==> config.mk <==
export PLATFORM = sky130hd
export DESIGN_NAME = qeciphy_clk_rst_seq
export DESIGN_NICKNAME = d
export VERILOG_FILES = /design/src/rtl/qeciphy_clk_rst_seq_pkg.sv /design/src/rtl/qeciphy_sync_ff.sv /design/src/rtl/qeciphy_clk_rst_seq.sv
export SDC_FILE = /design/constraint.sdc
export NUM_CORES = 1
export LEC_CHECK = 0
export ABC_AREA = 1
export CELL_PAD_IN_SITES_DETAIL_PLACEMENT = 1
export CELL_PAD_IN_SITES_GLOBAL_PLACEMENT = 1
export CORE_AREA = 3 3 59 61
export CTS_CLUSTER_DIAMETER = 120
export DETAILED_ROUTE_END_ITERATION = 8
export DIE_AREA = 0 0 62 64
export PLACE_DENSITY = 0.9
export RECOVER_POWER = 25
export REMOVE_ABC_BUFFERS = 1
export SETUP_SLACK_MARGIN = 0.3
export SYNTH_ARGS = -nofsm -noshare
export SYNTH_HDL_FRONTEND = slang
export SYNTH_SLANG_ARGS = --single-unit
==> constraint.sdc <==
create_clock -name clk -period 5.7 [get_ports clk]
set_input_delay 1.71 -clock clk [delete_from_list [all_inputs] [get_ports clk]]
set_output_delay 1.71 -clock clk [all_outputs]
set_load 0.03 [all_outputs]
==> src/rtl/qeciphy_clk_rst_seq_pkg.sv <==
// Shared types and constants for the PHY clocking MMCM reset sequencer.
// Statistics outputs are enabled by defining QECIPHY_CLK_RST_SEQ_STATS_EN.
package qeciphy_clk_rst_seq_pkg;

    typedef enum logic [1:0] {
        S_MMCM_RST = 2'd0,
        S_WAIT_CLK = 2'd1,
        S_STABLE   = 2'd2,
        S_READY    = 2'd3
    } seq_state_t;

    localparam int RETRY_W = 8;

    function automatic int max3(input int a, input int b, input int c);
        int m;
        m = (a > b) ? a : b;
        return (m > c) ? m : c;
    endfunction

endpackage

==> src/rtl/qeciphy_sync_ff.sv <==
// Multi-stage single-bit synchroniser with a synchronous, active-low reset to RESET_VAL.
module qeciphy_sync_ff #(
    parameter int   STAGES    = 2,
    parameter logic RESET_VAL = 1'b1
) (
    input  logic clk,
    input  logic rst_n,
    input  logic d,
    output logic q
);

    (* ASYNC_REG = "TRUE" *) logic [STAGES-1:0] sync_q;
    logic [STAGES-1:0] sync_d;

    always_comb begin
        sync_d = {sync_q[STAGES-2:0], d};
    end

    always_ff @(posedge clk) begin
        if (!rst_n) begin
            sync_q <= {STAGES{RESET_VAL}};
        end else begin
            sync_q <= sync_d;
        end
    end

    assign q = sync_q[STAGES-1];

endmodule

==> src/rtl/qeciphy_clk_rst_seq.sv <==
// MMCM reset/clock-stability sequencer on the free-running clock domain.
// Define QECIPHY_CLK_RST_SEQ_STATS_EN to build the retry statistics counters.
module qeciphy_clk_rst_seq
    import qeciphy_clk_rst_seq_pkg::*;
#(
    parameter int MMCM_RST_CYCLES     = 16,
    parameter int LOCK_TIMEOUT_CYCLES = 65536,
    parameter int STABLE_CYCLES       = 1024,
    parameter int SYNC_STAGES         = 2
) (
    input  logic               clk,
    input  logic               rst_n,
    input  logic               clk_stopped_i,
    input  logic               sw_reset_req,
    output logic               mmcm_reset,
    output logic               clk_ready,
    output logic [1:0]         seq_state,
    output logic [RETRY_W-1:0] retry_count,
    output logic               retry_overflow
);

    localparam int CNT_W = $clog2(max3(MMCM_RST_CYCLES, LOCK_TIMEOUT_CYCLES, STABLE_CYCLES)) + 1;
    localparam logic [CNT_W-1:0] RST_LAST    = CNT_W'(MMCM_RST_CYCLES - 1);
    localparam logic [CNT_W-1:0] LOCK_LAST   = CNT_W'(LOCK_TIMEOUT_CYCLES - 1);
    localparam logic [CNT_W-1:0] STABLE_LAST = CNT_W'(STABLE_CYCLES - 1);

    seq_state_t       state_q, state_d;
    logic [CNT_W-1:0] cnt_q, cnt_d;
    logic             mmcm_reset_q, mmcm_reset_d;
    logic             clk_ready_q, clk_ready_d;
    logic             stopped_s;

    // Resets to "stopped" so nothing is trusted until the MMCM flag has propagated.
    qeciphy_sync_ff #(
        .STAGES    (SYNC_STAGES),
        .RESET_VAL (1'b1)
    ) u_sync_stopped (
        .clk   (clk),
        .rst_n (rst_n),
        .d     (clk_stopped_i),
        .q     (stopped_s)
    );

    always_comb begin
        state_d = state_q;
        case (state_q)
            S_MMCM_RST: if (cnt_q == RST_LAST) state_d = S_WAIT_CLK;
            S_WAIT_CLK: begin
                if (!stopped_s)              state_d = S_STABLE;
                else if (cnt_q == LOCK_LAST) state_d = S_MMCM_RST;
            end
            S_STABLE: begin
                if (stopped_s)                 state_d = S_MMCM_RST;
                else if (cnt_q == STABLE_LAST) state_d = S_READY;
            end
            S_READY:  if (stopped_s) state_d = S_MMCM_RST;
            default:  state_d = S_MMCM_RST;
        endcase
        if (sw_reset_req) state_d = S_MMCM_RST;

        // A software request also restarts an in-progress reset pulse.
        cnt_d = cnt_q;
        if ((state_d != state_q) || sw_reset_req) begin
            cnt_d = '0;
        end else if (cnt_q != '1) begin
            cnt_d = cnt_q + 1'b1;
        end

        mmcm_reset_d = (state_d == S_MMCM_RST);
        clk_ready_d  = (state_d == S_READY);
    end

    always_ff @(posedge clk) begin
        if (!rst_n) begin
            state_q      <= S_MMCM_RST;
            cnt_q        <= '0;
            mmcm_reset_q <= 1'b1;
            clk_ready_q  <= 1'b0;
        end else begin
            state_q      <= state_d;
            cnt_q        <= cnt_d;
            mmcm_reset_q <= mmcm_reset_d;
            clk_ready_q  <= clk_ready_d;
        end
    end

    assign mmcm_reset = mmcm_reset_q;
    assign clk_ready  = clk_ready_q;
    assign seq_state  = state_q;

`ifdef QECIPHY_CLK_RST_SEQ_STATS_EN
    logic [RETRY_W-1:0] retry_q, retry_d;
    logic               overflow_q, overflow_d;
    logic               retry_event;

    // Only a transition into S_MMCM_RST counts; sw_reset_req does not clear stats.
    always_comb begin
        retry_event = (state_d == S_MMCM_RST) && (state_q != S_MMCM_RST);
        retry_d     = retry_q;
        overflow_d  = overflow_q;
        if (retry_event) begin
            if (retry_q == '1) overflow_d = 1'b1;
            else               retry_d    = retry_q + 1'b1;
        end
    end

    always_ff @(posedge clk) begin
        if (!rst_n) begin
            retry_q    <= '0;
            overflow_q <= 1'b0;
        end else begin
            retry_q    <= retry_d;
            overflow_q <= overflow_d;
        end
    end

    assign retry_count    = retry_q;
    assign retry_overflow = overflow_q;
`else
    assign retry_count    = '0;
    assign retry_overflow = 1'b0;
`endif

endmodule
==> flow_summary.ini <==
; flow metrics
[synthesis]
edf_count = 0
mux_area_frac = 0.00805
synth_top_cell_by_area = dfxtp_1
top_logic_kind = simple AND/OR/NAND/NOR gates
yosys-stat-area_um2 = 1240
ys_seq_share = 0.370
synthDistinctLibCells = 28
common_cells = 23 x dfxtp_1, 23 x nor2_1, 22 x inv_1
adder_share = 0.0302
top_cell_area_share = 0.370
ys_sh_simple = 0.344
syn_avg_cell_area_um2 = 7.72
synthFlopType = dfxtp_1
syn_area_um2 = 1240
aoi_share = 0.0302
xor_share = 0.0845
syn_inst = 161
area_leaders = dfxtp_1 37%, xor2_1 7.0%, nor2_1 6.9%

[placed_design]
dpl.cell_count = 210
place_ws_ps = 2410
placed_area_um2 = 1320
io_buffers = 7
place.gp.congestion = 0.814

[worst_setup_path]
path_max_fanout = 3
endpoint = seq_state[0]
reg2reg_depth = 12
cp_num_cells = 1
crit_type = reg -> out
path_buffers = 1
startpoint = seq_state[0]
critPathArrivalTime_ps = 1390
cp_slowest_cell = clkdlybuf4s50_1
start_kind = flop
rrSetupSlack_ps = 3020
critPathCaptureType = output pin
crit_family = buffers and inverters

[global_route]
globalRouteOverflowTotal = 0
grt_pass1_vias = 1087
grt_max_degree = 18
use_met2 = 0.266
track_usage = 0.147

[floorplan]
coreArea_um2 = 3030
ios = 17
dieArea_um2 = 3970
initCoreUtil = 0.411
die_w_um = 62
rows = 20

[clocking]
clock-sinks = 23
cts_made_buffers = 3
cts_hold_buf = 0
cts_resized = 0
cts_setup_buffers = 0
clk_pin_slew_ps = 120
cts_tree = done
h-tree-depth = 1

[finish]
logic_gates = 114
buffers_excl_clock = 7
combGateArea_um2 = 646
inv_count = 22
final_cell_area_um2 = 1340
flops = 23
syn_to_final_growth_pct = 7.85
diodes = 0
buf_share = 0.0522
nets = 178
regMostFlops = cnt_q
drive_above_1_share = 0.159

[final_timing]
tns_ps = 0
rsz0062_at_grt = false
report.final.hold_viol_count = 0
setup_viol = 0
clock_skew_ps = 7.92
max_slew_margin = 0.626
hold_ws_ps = 432

[power_and_ir_drop]
power_leader = sequential cells
combPwrFrac = 0.064
p_int_mw = 0.192
clk-power_mw = 0.0773
power_density_nw_per_um2 = 191
p_clk_frac = 0.301
total_power_mw = 0.257
peakVddDrop_mv = 0.0977

[job]
drv_cap = 0
tool_warnings = 26

[routing]
antenna_left = 0
drc_errors = 0
drt_pass1_iterations = 4
drtIter0Drc = 35

[min_path]
hold_end = u_sync_stopped.sync_q[1]

[status]
status = complete, no violations
### Metal layers overlaid

Drawn at 8 px/um.
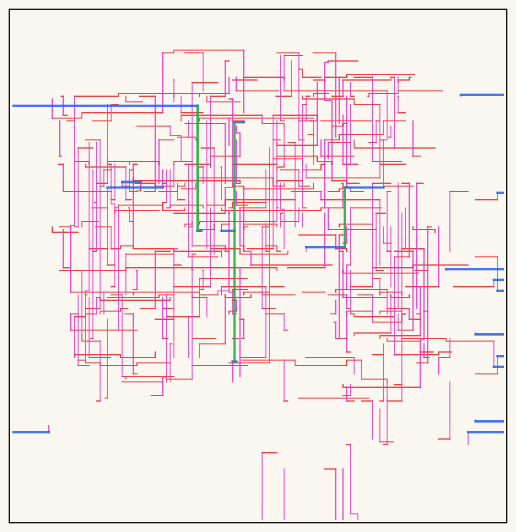
[met1] red | wire length: 1060 um
[met2] magenta | wire length: 1310 um
[met4] green | wire length: 53.0 um
[met3] blue | wire length: 77.1 um
Vias: 982
drt wl/cell: 11.7 um
final wirelength: 2500 um

### Where the registers sit

Drawn at 8 px/um.
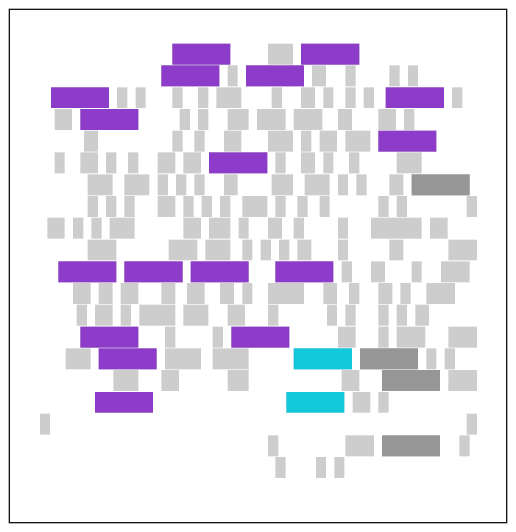
[cnt_q] purple | sequential cells: 17
[u_sync_stopped.sync_q] cyan | sequential cells: 2
Post-Route Utilization: 0.443
Seq area share: 0.343
sequential power: 0.163 mW
Flop area: 460 um2

Power figures rest on the tool's default switching activity, not on a simulated workload.
